## config.mk

```make
export PLATFORM = sky130hd
export DESIGN_NAME = fre_gen
export DESIGN_NICKNAME = d
export VERILOG_FILES = /design/src/rtl/fre_pkg.sv /design/src/rtl/fre_div_seq.sv /design/src/rtl/fre_gen.sv
export SDC_FILE = /design/constraint.sdc
export NUM_CORES = 1
export LEC_CHECK = 0
export CORE_AREA = 8 8 178 180
export DETAILED_ROUTE_END_ITERATION = 10
export DIE_AREA = 0 0 186 188
export GPL_TIMING_DRIVEN = 0
export PLACE_DENSITY = 0.58
export SYNTH_ARGS = -nofsm -noshare
export SYNTH_HDL_FRONTEND = slang
export SYNTH_HIERARCHICAL = 1
export SYNTH_SLANG_ARGS = --single-unit
```

## constraint.sdc

```tcl
create_clock -name clk_i -period 3.5 [get_ports clk_i]
set_input_delay 0.35 -clock clk_i [delete_from_list [all_inputs] [get_ports clk_i]]
set_output_delay 0.35 -clock clk_i [all_outputs]
set_load 0.01 [all_outputs]
```

## src/rtl/fre_pkg.sv

```systemverilog
// Shared constants, FSM encoding and the load range check for the square-wave generator.
package fre_pkg;

    localparam int unsigned CLK_HZ  = 50_000_000;
    localparam int unsigned CLK_KHZ = 50_000;
    localparam int unsigned PW      = 26;
    localparam int unsigned FW      = 20;

    localparam logic [FW-1:0] KHZ_MAX = 20'd25_000;

    typedef enum logic [2:0] {
        IDLE = 3'b001,
        CALC = 3'b010,
        RUN  = 3'b100
    } state_t;

    // Zero is never legal; the kHz ceiling keeps the period at two cycles or more.
    function automatic logic fre_legal(input logic [FW-1:0] val, input logic low_sel);
        return (val != '0) && (low_sel || (val <= KHZ_MAX));
    endfunction

endpackage

```

## src/rtl/fre_div_seq.sv

```systemverilog
// Sequential restoring divider, one quotient bit per cycle; done pulses PW+1 cycles after start.
module fre_div_seq #(
    parameter int unsigned PW = 26
) (
    input  logic          clk,
    input  logic          rst_n,
    input  logic          start,
    input  logic [PW-1:0] numer,
    input  logic [PW-1:0] denom,
    output logic [PW-1:0] quotient,
    output logic          done
);

    localparam int unsigned SW = $clog2(PW + 1);

    logic [PW-1:0] rem_q;
    logic [PW-1:0] quo_q;
    logic [PW-1:0] den_q;
    logic [SW-1:0] step_q;
    logic          active_q;
    logic [PW:0]   shifted;
    logic [PW:0]   diff;

    // shifted < 2*den, so the signed difference always fits in PW+1 bits.
    always_comb begin
        shifted = {rem_q, quo_q[PW-1]};
        diff    = shifted - {1'b0, den_q};
    end

    always_ff @(posedge clk or negedge rst_n) begin
        if (!rst_n) begin
            rem_q    <= '0;
            quo_q    <= '0;
            den_q    <= '0;
            step_q   <= '0;
            active_q <= 1'b0;
            done     <= 1'b0;
        end else begin
            done <= 1'b0;
            if (start) begin
                rem_q    <= '0;
                quo_q    <= numer;
                den_q    <= denom;
                step_q   <= '0;
                active_q <= 1'b1;
            end else if (active_q) begin
                if (step_q == SW'(PW)) begin
                    active_q <= 1'b0;
                    done     <= 1'b1;
                end else begin
                    quo_q  <= {quo_q[PW-2:0], ~diff[PW]};
                    rem_q  <= diff[PW] ? shifted[PW-1:0] : diff[PW-1:0];
                    step_q <= step_q + SW'(1);
                end
            end
        end
    end

    assign quotient = quo_q;

endmodule

```

## src/rtl/fre_gen.sv

```systemverilog
// Programmable square-wave generator: range check, period divider, FSM and
// runt-free phase counter driving a registered ~50% duty output.
module fre_gen #(
    parameter int unsigned CLK_HZ  = fre_pkg::CLK_HZ,
    parameter int unsigned CLK_KHZ = fre_pkg::CLK_KHZ,
    parameter int unsigned PW      = fre_pkg::PW
) (
    input  logic          clk_i,
    input  logic          rst_n,
    input  logic          load_i,
    input  logic [19:0]   fre_val_i,
    input  logic          low_fre_sel_i,
    input  logic          en_i,
    output logic          fre_o,
    output logic          busy_o,
    output logic          err_o,
    output logic [PW-1:0] period_o
);

    import fre_pkg::state_t;
    import fre_pkg::IDLE;
    import fre_pkg::CALC;
    import fre_pkg::RUN;
    import fre_pkg::fre_legal;

    state_t        state_q;
    state_t        state_d;
    logic          load_ok;
    logic          load_zero;
    logic          accept;
    logic          run;
    logic [PW-1:0] numer;
    logic [PW-1:0] denom;
    logic [PW-1:0] quotient;
    logic          div_done;
    logic [PW-1:0] period_q;
    logic [PW-1:0] pend_q;
    logic          pend_vld_q;
    logic [PW-1:0] cnt_q;
    logic [PW-1:0] high_len;
    logic          fre_q;
    logic          err_q;

    always_comb begin
        load_ok   = load_i && fre_legal(fre_val_i, low_fre_sel_i);
        load_zero = load_i && (fre_val_i == '0);
        // A load landing on the done cycle restarts the divider, so its result is dropped.
        accept    = div_done && (state_q == CALC) && !load_ok && !load_zero;
        numer     = low_fre_sel_i ? PW'(CLK_HZ) : PW'(CLK_KHZ);
        denom     = PW'(fre_val_i);
        high_len  = period_q - (period_q >> 1);
        run       = en_i && (state_q != IDLE) && ((period_q != '0) || pend_vld_q);
    end

    fre_div_seq #(
        .PW(PW)
    ) u_div (
        .clk      (clk_i),
        .rst_n    (rst_n),
        .start    (load_ok),
        .numer    (numer),
        .denom    (denom),
        .quotient (quotient),
        .done     (div_done)
    );

    always_ff @(posedge clk_i or negedge rst_n) begin
        if (!rst_n) begin
            state_q <= IDLE;
        end else begin
            state_q <= state_d;
        end
    end

    always_comb begin
        state_d = state_q;
        if (load_zero) begin
            state_d = IDLE;
        end else if (load_ok) begin
            state_d = CALC;
        end else if (accept) begin
            state_d = RUN;
        end
    end

    always_ff @(posedge clk_i or negedge rst_n) begin
        if (!rst_n) begin
            err_q <= 1'b0;
        end else if (load_i) begin
            err_q <= !load_ok;
        end
    end

    // New periods wait in pend_q and are applied only at cnt==0, the low->high boundary.
    always_ff @(posedge clk_i or negedge rst_n) begin
        if (!rst_n) begin
            fre_q      <= 1'b0;
            cnt_q      <= '0;
            period_q   <= '0;
            pend_q     <= '0;
            pend_vld_q <= 1'b0;
        end else if (load_zero) begin
            fre_q      <= 1'b0;
            cnt_q      <= '0;
            period_q   <= '0;
            pend_vld_q <= 1'b0;
        end else begin
            if (!run) begin
                fre_q <= 1'b0;
                cnt_q <= '0;
            end else if (cnt_q == '0) begin
                fre_q <= 1'b1;
                cnt_q <= PW'(1);
                if (pend_vld_q) begin
                    period_q   <= pend_q;
                    pend_vld_q <= 1'b0;
                end
            end else begin
                fre_q <= (cnt_q < high_len);
                cnt_q <= (cnt_q == period_q - PW'(1)) ? '0 : cnt_q + PW'(1);
            end
            if (accept) begin
                pend_q     <= quotient;
                pend_vld_q <= 1'b1;
            end
        end
    end

    assign fre_o    = fre_q;
    assign busy_o   = (state_q == CALC);
    assign err_o    = err_q;
    assign period_o = period_q;

endmodule

```

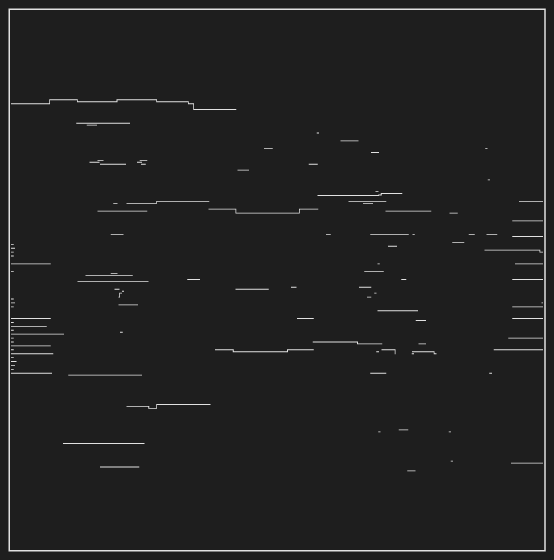
Fig. 1. M3 wires (run 1).
longest straight run: 28.1 um
nets with wire on the layer: 85
main direction: horizontal
wire length on this layer: 865 um

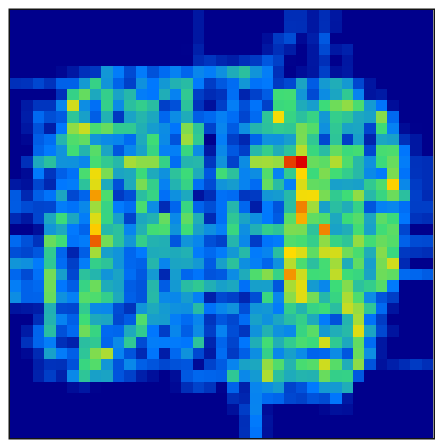
Fig. 2. Wire density map (run 1).
37 x 38 tiles, from dark blue (low) to red (high), scaled to the fullest tile. Values are wire area over tile area, all layers added.
mean over tiles: 0.13
fullest tile: 0.57
nearly empty tiles: 28%
densest ninth of the die: east

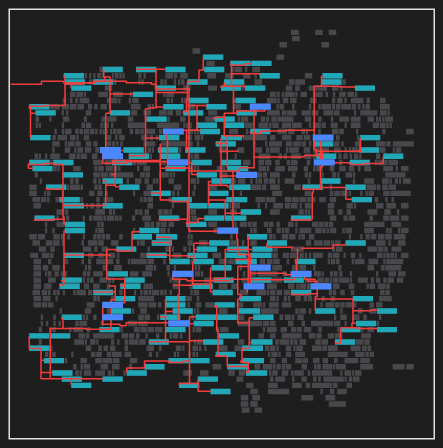
Fig. 3. Clock network drawn from the DEF (run 1).
[red] clock wires | length: 2,360 um
[blue] cells driving clock nets | count: 17
[cyan] flip-flops | count: 169
routed clock nets: 18

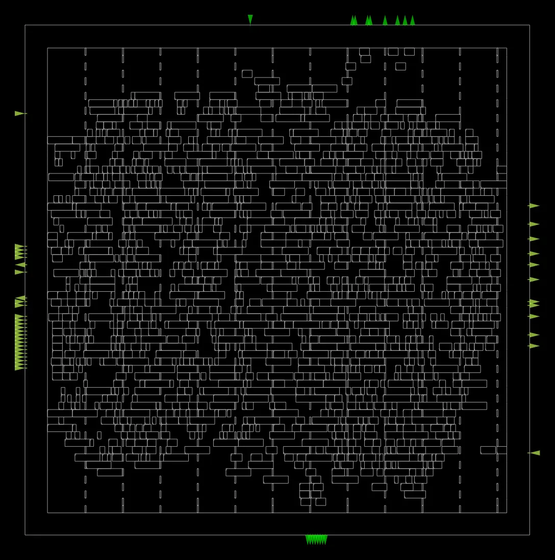
Fig. 4. Cell placement (run 1).
Cell Rows: 63
Final Util: 47.8%
flop count: 169

==> results.ini, run 1 <==
[synthesis]
logic_family=AND-OR/OR-AND gates
flop_cell=dfrtp_1
top_cell=dfrtp_1
synth-cells-yosys=1230
ys_top_cells_by_area=dfrtp_1 37%, ha_1 12%, xnor2_1 5.1%
syn_area_um2=11400
ys_sh_mux_pct=6.34
synth-seq-cells=169
fa_ha_area_share_pct=12.4
top_cell_area_share_pct=36.8
ys_types=73
largest_area_cell=dfrtp_1
ys_area_um2=11400
simple_gate_share_pct=15.1
async_reset_ff_share_pct=100
ys_warn_count=6
ys_sh_xor_pct=8.60
synth_cells=1230
ys_seq_share_pct=37.0

[floorplanning]
die_w_um=186
coreArea_um2=29000

[place]
place_area_um2=12500
port_buffers=53
routabilityCongestion=0.926

[cts]
cts_resized=35
clock_path_buffers=2
numCtsBuffers=17
cts_tree=built
cts_setup_buffers=7
ctsHtreeMaxLevel=4
clock_latency_ns=0.43
cts_root_buffer=clkbuf_16
holdBufCountCts=1

[route]
met3_length_um=864
routedWlPerCell_um=16.9
route.detailed.drc=0
vias=9235
viasPerCell=5.26

[setup_path]
rr_startpoint=period_o[9]$_DFFE_PN0P_
r2r_slack_ns=-0.23
endpoint_kind=flip-flop
start_kind=flip-flop
path_cells=inv_4 -> ha_4 -> nor4_4 -> nand2_1 -> o211a_1 -> a221o_1 -> and2_4 -> o31ai_4 -> xnor2_2 -> ha_2 -> a21o_1 -> a21o_1 -> a21oi_2 -> o21ai_1 -> nand3_1 -> a21oi_2 -> a211oi_2
critPathSlowestCell=dfrtp_2
crit_end=fre_o$_DFF_PN0_
cp_max_fo=4
rr_worst_depth=17
arrival_ns=4.06
required_ns=3.82

[final_layout]
clk_share_pct=4.61
logic_gate_count=948
seq_area_um2=4250
area_delta_synth_final_pct=21.3
mostFrequentLayoutCells=151 x dfrtp_1, 140 x nand2_1, 98 x ha_1, 83 x nor2_1, 75 x inv_1
num-fill-cells=2836
nonClkBufAreaFrac_pct=7.61
mostFrequentLayoutCell=dfrtp_1
stdcell_count=1755
buffers=132
clkbuf_count=17
design_area_um2=13900
inv_count=85
fin_nets=1490
biggestCellCategory=logic gates
antenna_cells=0

[global_routing]
grt_pass1_vias=9308
grt_pass1_wl_um=47900
grt_most_used_layer=met2
grt_max_degree=87
grtUsageMet1_pct=20.9
grt_overflow=0
grt_usage_pct=17.1
antenna_found_initial=0

[job]
maxCapViolCount=0

[pwr]
p_switching_uw=3070
p_comb_uw=3770
p_clk_uw=2080
p_sw_share_pct=37.0
p_seq_uw=2450
p_seq_share_pct=29.5
cellLeakagePower_uw=0.00633
peakVddDrop_v=0.000404
maxPowerGroup=combinational cells
p_comb_share_pct=45.4
power_density_nw_per_um2=598

[final_timing]
setup_viol=1
finalCritPeriodShare_pct=107
fin_worst_skew_ns=0.00903
setup_slack_ns=-0.234
clock.fmax_ghz=0.268
timing.slew.headroom_pct=48.4
rsz0062_at_grt=yes
finalHoldViolations=0

[min_path]
hold_end=period_o[5]$_DFFE_PN0P_
whs_path_depth=1
worstHoldStart=pend_q[5]$_DFFE_PN0P_
hold_class=flip-flop to flip-flop

[run_status]
outcome=finished, violations left
violations=setup timing

==> run 1 -> run 2 <==
- CORE_AREA: 8 8 178 180 -> 8 8 193 195
- CTS_CLUSTER_SIZE: unset -> 28
- DIE_AREA: 0 0 186 188 -> 0 0 201 203
- PLACE_DENSITY: 0.58 -> 0.5
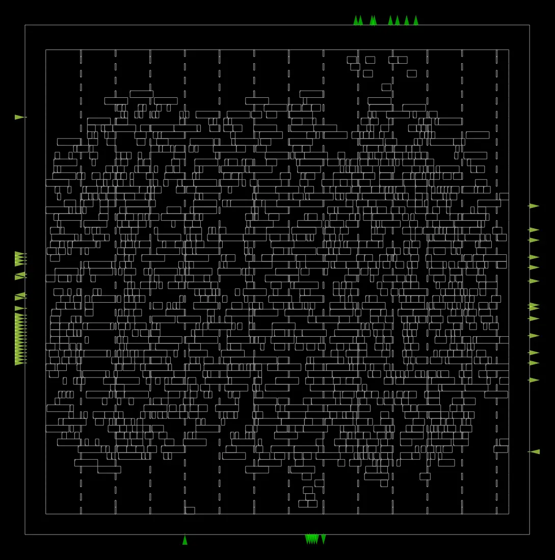
Fig. 5. Cell placement (run 2).
tap cell count: 455
FILL cells: 3,428
sequential fraction of total cell area: 30.7%
Final Util: 40.6%
core area: 34,100 um^2

==> run 2 against run 1 <==
Effect of this change:
- the flow still finishes with violations (setup timing)
- final area decreased by 0.15%
- fmax up 2.1%
- sequential share of layout area about the same
- worst setup slack better by 0.078 ns
- critical path depth increased by 1
- sequential cell count unchanged
- non-clock buffer count rose by 1
- largest power group unchanged
==> results.ini, run 2 <==
[setup_path]
path_buffers=3
cp.depth=18
cp_top_family=AND-OR/OR-AND gates
crit_end=fre_o$_DFF_PN0_
cp_max_fo=3
path_cells=inv_4 -> ha_4 -> inv_2 -> fa_2 -> nand2b_1 -> a21o_1 -> o211a_1 -> a221o_1 -> nand4_1 -> a211oi_4 -> buf_4 -> xnor2_2 -> ha_1 -> nand2_2 -> o21ai_2 -> nand3_1 -> a21oi_2 -> a211oi_4
r2r_slack_ns=-0.16
required_ns=3.85
arrival_ns=4.00
start_kind=flip-flop
reg2reg_to=fre_o$_DFF_PN0_
endpoint_kind=flip-flop
path_class=flip-flop to flip-flop
critPathLaunch=period_o[0]$_DFFE_PN0P_
slowest_delay_ns=0.42
rr_startpoint=period_o[0]$_DFFE_PN0P_
rr_worst_depth=18
cpMostUsedCell=a211oi_4
critPathSlowestCell=dfrtp_2

[pwr]
maxPowerGroup=combinational cells
p_clk_share_pct=23.6
cellLeakagePower_uw=0.00629
p_comb_share_pct=46.5
p_comb_uw=3820
power_density_nw_per_um2=593
peakVddDrop_v=0.000362
internal_power_uw=4990
p_switching_uw=3210
p_clk_uw=1940
p_seq_uw=2450
p_sw_share_pct=39.2
p_seq_share_pct=29.8

[cts]
cts.sinks=169
numCtsBuffers=17
cts_root_buffer=clkbuf_16
ctsHtreeMaxLevel=4
holdBufCountCts=1
clock_path_buffers=2
clock_latency_ns=0.44
cts_setup_buffers=15
cts_tree=built
cts_resized=32

[final_layout]
flops=169
logic_area_um2=7020
inv_count=85
nonClkBufAreaFrac_pct=7.78
buffers=133
stdcell_count=1822
clk_share_pct=4.30
mostFrequentLayoutCell=dfrtp_1
area_delta_synth_final_pct=21.2
mostFrequentLayoutCells=151 x dfrtp_1, 141 x nand2_1, 104 x ha_1, 83 x nor2_1, 77 x inv_1
biggestCellCategory=logic gates
seq_area_um2=4250
drive_gt1_share_pct=14.4
comb_share_pct=50.7
antenna_cells=0
design_area_um2=13800
fin_nets=1491
clkbuf_count=17
logic_gate_count=948

[min_path]
hold_end=u_div/den_q[16]$_DFFE_PN0P_
hold_class=primary input to flip-flop
worstHoldStart=fre_val_i[16]
whs_path_depth=3

[route]
route.detailed.drc=0
routed_wl_um=30800
dr.pass1.iters=6
top_layer_used=met4
viasPerCell=5.01
drt_iter0_markers=514
vias=9131
met3_length_um=847
wl_met1_um=14300
routedWlPerCell_um=16.9

[place]
dp.cells=1755
routabilityCongestion=0.883
port_buffers=53
place_worst_setup_slack_ns=-0.969
place_hpwl_um=23100
place_area_um2=12600

[synthesis]
ys_warn_count=6
fa_ha_area_share_pct=12.4
top_cell_area_share_pct=36.8
ys_types=73
logic_family=AND-OR/OR-AND gates
flop_cell=dfrtp_1
top_cell=dfrtp_1
largest_area_cell=dfrtp_1
async_reset_ff_share_pct=100
ys_sh_xor_pct=8.60
synth-seq-cells=169
top_cells_by_count=168 x dfrtp_1, 142 x nand2_1, 110 x ha_1
synth_cells=1230
synth-cells-yosys=1230
syn_area_um2=11400
enable_flop_cells=0
ys_top_cells_by_area=dfrtp_1 37%, ha_1 12%, xnor2_1 5.1%
ys_sh_mux_pct=6.34
ys_area_um2=11400
simple_gate_share_pct=15.1
ys_seq_share_pct=37.0

[global_routing]
grtUsageMet1_pct=19.3
use_met2_pct=26.0
grt_most_used_layer=met2
grt_pass1_vias=9233
antenna_found_initial=0
grt_overflow=0
grt_usage_pct=15.1
grt_pass1_wl_um=50100
grt_max_degree=95

[job]
warnings=60
maxCapViolCount=0

[final_timing]
rsz0062_at_grt=yes
maxSlewViolCount=0
min_period_ns=3.66
setup_slack_ns=-0.156
finalCritPeriodShare_pct=104
clock.fmax_ghz=0.274
tightest_slew_ns=0.878
setup_tns_ns=-0.156
finalHoldViolations=0
setup_viol=1
timing.slew.headroom_pct=41.0
fin_worst_skew_ns=0.0124

[floorplanning]
rows=68
initial_core_util_pct=33.5
die_w_um=201
die_area_um2=40800
ios=54
die_h_um=203

[run_status]
violations=setup timing
outcome=finished, violations left

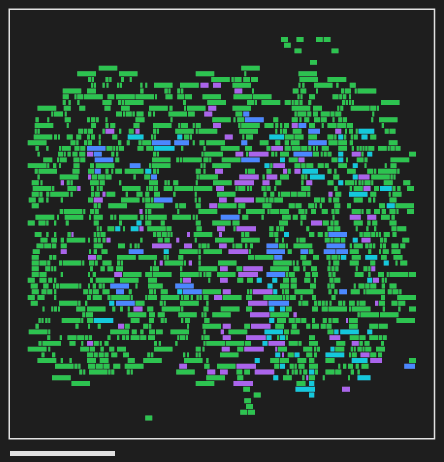
Fig. 6. Drive-strength map (run 2).
The bar under the picture is 50 um long.
| colour | size | cells |
|---|---|---|
| purple | drive 2 | 100 |
| cyan | drive 3 to 4 | 61 |
| green | drive 1 or less | 1,170 |
| blue | drive 6 and up | 36 |

Power figures rest on the tool's default switching activity, not on a simulated workload.
